$ cat src/rtl/prio_irq_ctrl.sv
// prio_irq_ctrl
// Priority interrupt controller. Requests are organised as N_GRP groups of
// N_CH channels, and the flat request index is g*N_CH+c. Requests are captured
// into a pending register. In level mode the register follows req. In edge
// mode a rising edge sets a pending bit, and the bit stays set until its
// interrupt is accepted or clr_all is asserted. Eligible requests are pending
// and enabled. The lowest eligible group wins. Within that group, the highest
// eligible channel wins. The winner is presented with a valid/ready handshake.
//
// Ports
//   clk        single clock, rising edge
//   rst_n      asynchronous active-low reset
//   en         per-channel enable, shared by all groups
//   req        flat request vector, index g*N_CH+c
//   clr_all    synchronous clear of all pending bits and any presented irq
//   irq_ready  consumer accepts the presented interrupt
//   irq_valid  an interrupt is presented
//   irq_grp    group of the presented interrupt
//   irq_chan   channel of the presented interrupt
//   grp_pend   per-group registered "any enabled pending" flag

module prio_irq_ctrl #(
    parameter int N_CH  = 9,
    parameter int N_GRP = 3,
    parameter int EDGE  = 0,
    parameter int CW    = $clog2(N_CH),
    parameter int GW    = (N_GRP > 1) ? $clog2(N_GRP) : 1
) (
    input  logic                   clk,
    input  logic                   rst_n,
    input  logic [N_CH-1:0]        en,
    input  logic [N_GRP*N_CH-1:0]  req,
    input  logic                   clr_all,
    input  logic                   irq_ready,
    output logic                   irq_valid,
    output logic [GW-1:0]          irq_grp,
    output logic [CW-1:0]          irq_chan,
    output logic [N_GRP-1:0]       grp_pend
);

    localparam int NB = N_GRP * N_CH;

    typedef enum logic [1:0] {
        IDLE,
        PRESENT,
        RETIRE
    } state_t;

    state_t            state;
    logic [NB-1:0]     pend;
    logic [NB-1:0]     req_q;
    logic [NB-1:0]     en_all;
    logic [NB-1:0]     elig;
    logic [NB-1:0]     acc_mask;
    logic [NB-1:0]     pend_nxt;
    logic [N_GRP-1:0]  grp_or;
    logic              found;
    logic [GW-1:0]     win_grp;
    logic [CW-1:0]     win_chan;
    logic              accept;

    assign accept = (state == PRESENT) && irq_valid && irq_ready;

    // The channel enables apply equally to every group. The enable is
    // replicated across the groups, and the per-group OR is formed here.
    always_comb begin
        en_all = '0;
        grp_or = '0;
        for (int g = 0; g < N_GRP; g++) begin
            en_all[g*N_CH +: N_CH] = en;
        end
        elig = pend & en_all;
        for (int g = 0; g < N_GRP; g++) begin
            grp_or[g] = |elig[g*N_CH +: N_CH];
        end
    end

    // Fixed-priority arbiter. The scan runs from the highest group down to
    // the lowest. Within each group it runs from channel 0 up. Each eligible
    // bit overwrites the previous candidate. The last bit written is
    // therefore the highest channel of the lowest eligible group.
    always_comb begin
        found    = 1'b0;
        win_grp  = '0;
        win_chan = '0;
        for (int g = N_GRP - 1; g >= 0; g--) begin
            for (int c = 0; c < N_CH; c++) begin
                if (elig[g*N_CH + c]) begin
                    found    = 1'b1;
                    win_grp  = GW'(g);
                    win_chan = CW'(c);
                end
            end
        end
    end

    // This mask holds the one-hot pending bit of the interrupt being
    // accepted. It is all zeros in every cycle without an acceptance.
    always_comb begin
        acc_mask = '0;
        for (int g = 0; g < N_GRP; g++) begin
            for (int c = 0; c < N_CH; c++) begin
                acc_mask[g*N_CH + c] = accept && (irq_grp == GW'(g)) &&
                                       (irq_chan == CW'(c));
            end
        end
    end

    // Next pending value. In edge mode the edge term is ORed in after the
    // acceptance clear. A fresh edge on the bit being accepted therefore
    // survives. clr_all overrides everything. The edge history register
    // is still updated during a clear, so no edge is replayed afterwards.
    always_comb begin
        if (EDGE == 0) begin
            pend_nxt = req;
        end else begin
            pend_nxt = (pend & ~acc_mask) | (req & ~req_q);
        end
        if (clr_all) begin
            pend_nxt = '0;
        end
    end

    // The capture registers and the presentation FSM. In IDLE, irq_ready
    // is ignored. Once an interrupt is latched in PRESENT, it stays fixed
    // until the handshake completes. RETIRE is a single bubble cycle. Its
    // purpose is to let a level-mode source be resampled before it is
    // presented again.
    always_ff @(posedge clk or negedge rst_n) begin
        if (!rst_n) begin
            state     <= IDLE;
            pend      <= '0;
            req_q     <= '0;
            grp_pend  <= '0;
            irq_valid <= 1'b0;
            irq_grp   <= '0;
            irq_chan  <= '0;
        end else begin
            req_q    <= req;
            pend     <= pend_nxt;
            grp_pend <= grp_or;
            if (clr_all) begin
                state     <= IDLE;
                irq_valid <= 1'b0;
            end else begin
                case (state)
                    IDLE: begin
                        if (found) begin
                            irq_grp   <= win_grp;
                            irq_chan  <= win_chan;
                            irq_valid <= 1'b1;
                            state     <= PRESENT;
                        end
                    end
                    PRESENT: begin
                        if (irq_ready) begin
                            irq_valid <= 1'b0;
                            state     <= RETIRE;
                        end
                    end
                    RETIRE: begin
                        state <= IDLE;
                    end
                    default: begin
                        irq_valid <= 1'b0;
                        state     <= IDLE;
                    end
                endcase
            end
        end
    end

endmodule

$ cat config.mk
export PLATFORM = sky130hd
export DESIGN_NAME = prio_irq_ctrl
export DESIGN_NICKNAME = d
export VERILOG_FILES = /design/src/rtl/prio_irq_ctrl.sv
export SDC_FILE = /design/constraint.sdc
export NUM_CORES = 1
export LEC_CHECK = 0
export CAP_MARGIN = 30
export CORE_ASPECT_RATIO = 1.5
export CORE_MARGIN = 5
export CORE_UTILIZATION = 30
export DETAILED_ROUTE_END_ITERATION = 16
export PLACE_DENSITY = 0.64
export SLEW_MARGIN = 30
export SYNTH_ARGS = -nofsm -noshare
export SYNTH_HDL_FRONTEND = slang
export SYNTH_SLANG_ARGS = --single-unit
export TNS_END_PERCENT = 1
$ cat constraint.sdc
create_clock -name clk -period 4.3 [get_ports clk]
set_input_delay 0.645 -clock clk [delete_from_list [all_inputs] [get_ports clk]]
set_output_delay 0.645 -clock clk [all_outputs]
set_load 0.01 [all_outputs]
==> run_1/cell_classes.png <==
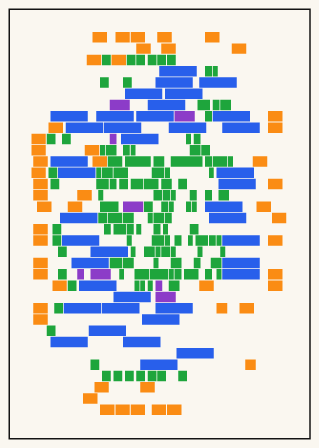
Key: green = all other logic [cells 120, share of their area 32%]; purple = clock drivers and dummy loads [cells 8, share of their area 3.6%]; orange = other buffers and delay cells [cells 50, share of their area 22%]; blue = flip-flops [cells 39, share of their area 42%]

==> run_1/density.png <==
7 x 10 tiles, from white (low) to dark blue (high), 0 to 100% covered.
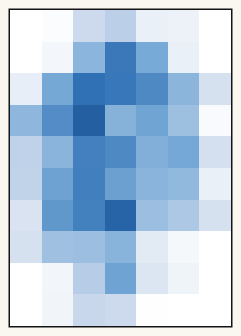
The densest ninth of the die: middle. 2.9% of the tiles are over 75% full. The emptiest ninth of the die: bottom right. 16% of the tiles are nearly empty. The mean over all tiles is 31%.

==> run_1/registers.png <==
Bar = 20 um. Other sequential cells in the stronger gray, the rest of the logic in the fainter gray.
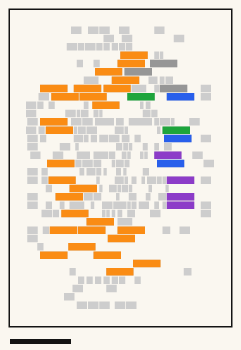
Key: purple = `irq_chan` [flops 4, where right middle]; green = `irq_grp` [flops 2]; blue = `grp_pend` [flops 3]; orange = `pend` [flops 27]
Another 3 sequential cells are not colored.

==> run summary, run 1 <==
The flow run is done. Clock buffers in the final layout number 5. Area taken by flip-flops and latches landed at just under 0.001 mm2. The fraction of cell area in multi-input combinational cells is reported as 0.311.

Listed in order, past its start point the critical path passes clkdlybuf4s50_1 > a22oi_1 > nand4_1 > nand2b_1 > o31ai_4 > and2b_1 > a21oi_1. The congestion estimate from routability-driven global placement came to between 0.8 and 0.9. Data arrival time of the critical path landed at around 2.6 ns. Count of buffer and inverter cells on the critical path landed at 1. Maximum buffer depth of the clock tree landed at 2.

Sequential-to-total area share from yosys stat landed at 0.562. In this run the cell area of the synthesized design comes to roughly 0.0017 mm2. The placed instances occupy a cell area of about 0.0023 mm2. Max capacitance violation total landed at 0. Cell leakage power landed at 1.01 nW. After global routing the overflow that remains totals 0.

Of all flip-flops after synthesis, the portion carrying an async set or reset was 1.00. Number of logic stages on the critical path including buffering landed at 7. Setup repair after global routing left no endpoint under its margin. Die span in y landed at just over 100 um. The first global-routing pass estimated about 6.3 mm of wire.

Flop and latch count out of synthesis landed at 39. TritonCTS reports the number of clock sinks as 39. For reference, the placement row count at floorplan is 34. Count of non-CTS buffers in the layout landed at roughly 50. The slowest stage of the critical path belongs to the cell clkdlybuf4s50_1.

The kind of cell with the highest combined delay along the critical path is AND-OR/OR-AND gates. Well-tap cell count landed at roughly 70. The flow reported a cell area power density of 340 mW/mm2. Number of buffers added to fix hold violations after cts landed at 0. Total CTS buffers landed at 5. Final worst hold slack landed at 0.301 ns.

Internal power contribution landed at 0.604 mW. Total global routing track utilization landed at 0.112. Per the post-route antenna check, the number of violating nets is 0. The number of antenna diodes in the final layout is 0. The synthesis log from Yosys contains 0 warnings. Total area of multi-input combinational cells landed at about 740 um2.

Counting cells, the worst reg-to-reg path comes to 6. According to the dpl log, the detail-placed design has an HPWL of around 3.1 mm. The tightest min-delay check is of the in -> async type.

Number of nets at floorplan landed at 202. In this run the number of H-tree levels came out at 2. Non-clock inverters in the final layout number 1. Mean cell area of the mapped netlist landed at approximately 11 um2. The largest total area in the synthesized netlist belongs to dfrtp_1. The worst setup path is launched from a primary input. Combinational group power landed at between 0.15 and 0.2 mW. The most used flip-flop cell after synthesis is dfrtp_1. Number of cells upsized or downsized after cts landed at 0. Switching power of the nets landed at between 0.2 and 0.25 mW.

Final worst-path cycle share landed at 0.556. For this run, design rule violations remaining after detail routing come to 0. Of the post-synthesis cell area, the dominant cell type holds 0.562. Largest net degree at the start of global routing landed at 40. The share of total power dissipated in the clock network is 0.281. Looking at the group totals, the largest power group turns out to be registers. Per the area breakdown, the dominant cell category is registers. Yosys reports that the most numerous cell types are 39 x dfrtp_1, 29 x nand2_1, 27 x nor2b_1.

Total wirelength of the detailed-routed design landed at around 3.8 mm. For the final database, setup skew stands at between 0.005 and 0.006 ns. Clock-pin slew of the registers on the worst-case setup and hold paths landed at 0.07 ns.

Actual slew at the worst max-slew pin landed at between 0.6 and 0.7 ns. Average routed wire per standard cell landed at ~13 um. Summed over all failing endpoints, the final setup total negative slack is 0 ns. The script computed the net switching share of total power as 0.258. Max-slew headroom at the worst pin landed at 0.583.

In the synthesis report, Yosys lists the chip area as around 0.0017 mm2. The count of buffers added on input and output ports is 49. Multi-input combinational cell count landed at about 120. Number of instances in the synthesized netlist landed at about 160. Total die area landed at around 0.0074 mm2. Required time reported for the critical path endpoint landed at between 4 and 5 ns. Number of flip-flops and latches landed at 39. The longest incremental delay of any stage on the critical path is reported as 0.56 ns.

The run finished with clean final reports. Per the final layout report, the fraction of cells sized above drive strength 1 comes to 0.0783. Post-CTS timing repair inserted 0 buffers for setup.
==> run 1: sequential cells by signal (all words and copies together) (netlist names) <==
signal and flops:
grp_pend 3, irq_chan 4, irq_grp 2, irq_valid 1
pend 27, state 2
==> run 1: layout by cell type (no fill, tap or decap), types with 2 or more instances in the layout <==
cell and instances:
o21ai_0 9, a31oi_1 2, a21oi_1 5, nand2_1 29
a22oi_2 2, nand3_1 4, nor3_1 2, a32o_1 3
buf_4 2, dfrtp_1 39, nor2_1 2, clkdlybuf4s50_1 48
clkbuf_8 5, nor2b_1 27, a22o_1 2, a22oi_1 8
clkinv_2 3
==> run 1: final timing paths <==
| path | from | endpoint | slack (ns) |
|---|---|---|---|
| setup / recovery | en[1] | irq_chan[1] | 1.91 |
| hold / removal | rst_n | pend[8] | 0.30 |
| setup reg to reg | pend[25] | irq_chan[1] | 2.48 |
| hold reg to reg | state[1] | state[1] | 0.48 |
| max in group asynchronous | rst_n | pend[15] | 3.66 |
| min in group clk | state[1] | state[1] | 0.48 |
==> run 1: metrics by stage <==
stage | setup slack [ns] | std cells | util | total power, mW
after floorplan | 2.37 | 162 | - | 0.496
after global placement | 1.66 | 281 | 0.405 | 0.595
after detailed placement | 1.62 | 281 | 0.405 | 0.596
after CTS | 1.91 | 289 | 0.419 | 0.829
after global routing | 1.73 | 289 | 0.420 | 0.864
final | 1.91 | 289 | 0.420 | 0.814
==> run 1: routing by layer <==
layer	GRT usage	up-vias	share of wire
met1	0.115	634	0.36
met2	0.204	39	0.54
met4	0.0535	0	0.024
li1	-	695	-
met3	0.0351	8	0.075
met5	0	-	0
==> run 1: cells by family after synthesis <==
logic type,share of synthesized area
flip-flops,0.562
AND-OR/OR-AND,0.200
AND/OR/NAND/NOR,0.229
buffers and inverters,0.00865
## Run 2: what changed since run 1
- clock period: 4.3 -> 2.2 ns (I/O delays scaled with it)
==> run_2/registers.png <==
Bar = 20 um. Other sequential cells in the stronger gray, the rest of the logic in the fainter gray.
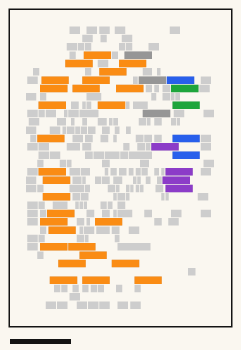
Core Util, Final: 0.448
Register Area: 976 um2
fraction of area in registers: 0.382
sequential cell power: 0.813 mW

==> run 2 against run 1 <==
Against the previous run: clock power went up to 2.7 times the previous value; sequential cell count stayed put; cell count increased by 5.9%; sequential share of layout area decreased by 2.6 points; the flow now finishes with violations (hold timing); non-clock buffer count increased by 17; critical path type unchanged; global-route usage increased by 1.8 points.
==> run summary, run 2 <==
The flow run is done. The run finished, with violations left. The final reports fail on hold timing. Internal power contribution landed at roughly 1.4 mW.

Fraction of met3 tracks used by global routing landed at 0.0293. Warning count from the yosys run landed at 0. All stages included, the depth of the critical timing path comes to 8.

Of the post-synthesis cell area, the dominant cell type holds 0.562. Final tally of hold violations landed at 9. Number of buffers added for setup after CTS landed at 0.

In the CTS report, the clock slew at the register clock pins of the worst setup and hold paths is listed as ~0.070 ns. Final worst-path cycle share landed at 0.897. Per the post-synthesis report, the number of cells in the design is roughly 160. Number of antenna repair diodes landed at 0. In the placement report, post-DP HPWL is listed as 3.57 mm. Die span in y landed at between 100 and 150 um.

Setup repair after global routing left no endpoint under its margin. H-tree depth reported by CTS landed at 2. The post-route report lists met1 wire length as 1.74 mm.

Routed length on met2 landed at roughly 2.5 mm. In the synthesized netlist the dominant register cell turns out to be dfrtp_1. Per the synthesis report, the dominant area consumer among library cells is dfrtp_1. Required time reported for the critical path endpoint landed at approximately 2.4 ns.

Fraction of layout cells with a size suffix above 1 landed at 0.145. The worst setup path is launched from a primary input. Final worst hold slack landed at -0.00335 ns. Looking at the max-slew report, the worst-margin pin has a slew of 0.476 ns. First-pass GRT wire length landed at ~7.4 mm. Cell leakage power landed at between 1 and 1.5 nW. In this run the core area contains 34 standard-cell rows. The report puts the cell count of the worst reg-to-reg path at 7. Switching power of the nets landed at 0.440 mW. Signal nets in the final route climb as high as met4. Number of buffers added to fix hold violations after cts landed at 0. The die covers ~0.0074 mm2. Flop and latch count out of synthesis landed at 39.

Per STA, the worst path is made up of clkdlybuf4s50_1 > a22oi_2 > nand3_2 > a211o_4 > o31ai_4 > buf_4 > a21oi_2 > a21oi_1. Number of flip-flops under the largest register name landed at 27.
==> run_2/density.png <==
7 x 10 tiles, from white (low) to dark blue (high), 0 to 100% covered.
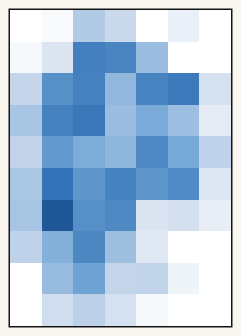
The emptiest ninth of the die: bottom right. 1.4% of the tiles are over 75% full. The fullest tile reaches 84%. 17% of the tiles are nearly empty. The mean over all tiles is 33%.

-- run 2: netlist changes by cell type in the layout (fill, tap and decap cells not counted), sizes merged --
cell,before,now
buf,2,19
bufinv,0,1
clkinv,3,1
clkbuf,5,6
-- run 2: kinds of logic (layout without fill, tap and decap cells) --
logic type / Yosys count / count (layout) / synth area share
AOI/OAI and AO/OA: 44 / 44 / 0.200
buffers and inverters: 4 / 76 / 0.00865
DFF: 39 / 39 / 0.562
and+or+nand+nor: 75 / 75 / 0.229
-- run 2: metrics by stage --
| stage | hold WS (ns) | worst slack (ns) | std cells | total power, mW | TNS [ns] |
|---|---|---|---|---|---|
| after floorplan | 0.0344 | 0.517 | 162 | 0.970 | 0 |
| after global placement | 0.468 | -0.0146 | 298 | 1.20 | -0.0146 |
| after detailed placement | 0.477 | -0.0547 | 298 | 1.21 | -0.113 |
| after CTS | 0.171 | 0.248 | 306 | 1.83 | 0 |
| after global routing | 0.0302 | 0.123 | 306 | 1.89 | 0 |
| final | -0.00335 | 0.227 | 306 | 1.80 | 0 |
-- run 2: final timing paths --
| kind | from | end | slack, ns |
|---|---|---|---|
| worst max-delay path | en[7] | irq_chan[1] | 0.23 |
| worst min-delay path | rst_n | pend[8] | -0.003 |
| worst max register to register | pend[25] | irq_chan[1] | 0.42 |
| worst min register to register | irq_chan[2] | irq_chan[2] | 0.49 |
| max in group asynchronous | rst_n | pend[22] | 1.87 |
| min in group clk | irq_chan[2] | irq_chan[2] | 0.49 |
-- run 2: layout make-up --
class	instances	area share
clock buffer	6	0.0323
clock inverter	2	0.0137
inverter	1	0.00147
multi-input combinational	119	0.291
sequential	39	0.382
tap	72	0.0353
timing repair buffer	67	0.244
No activity file was given, so power comes from the tool's default toggle rates.
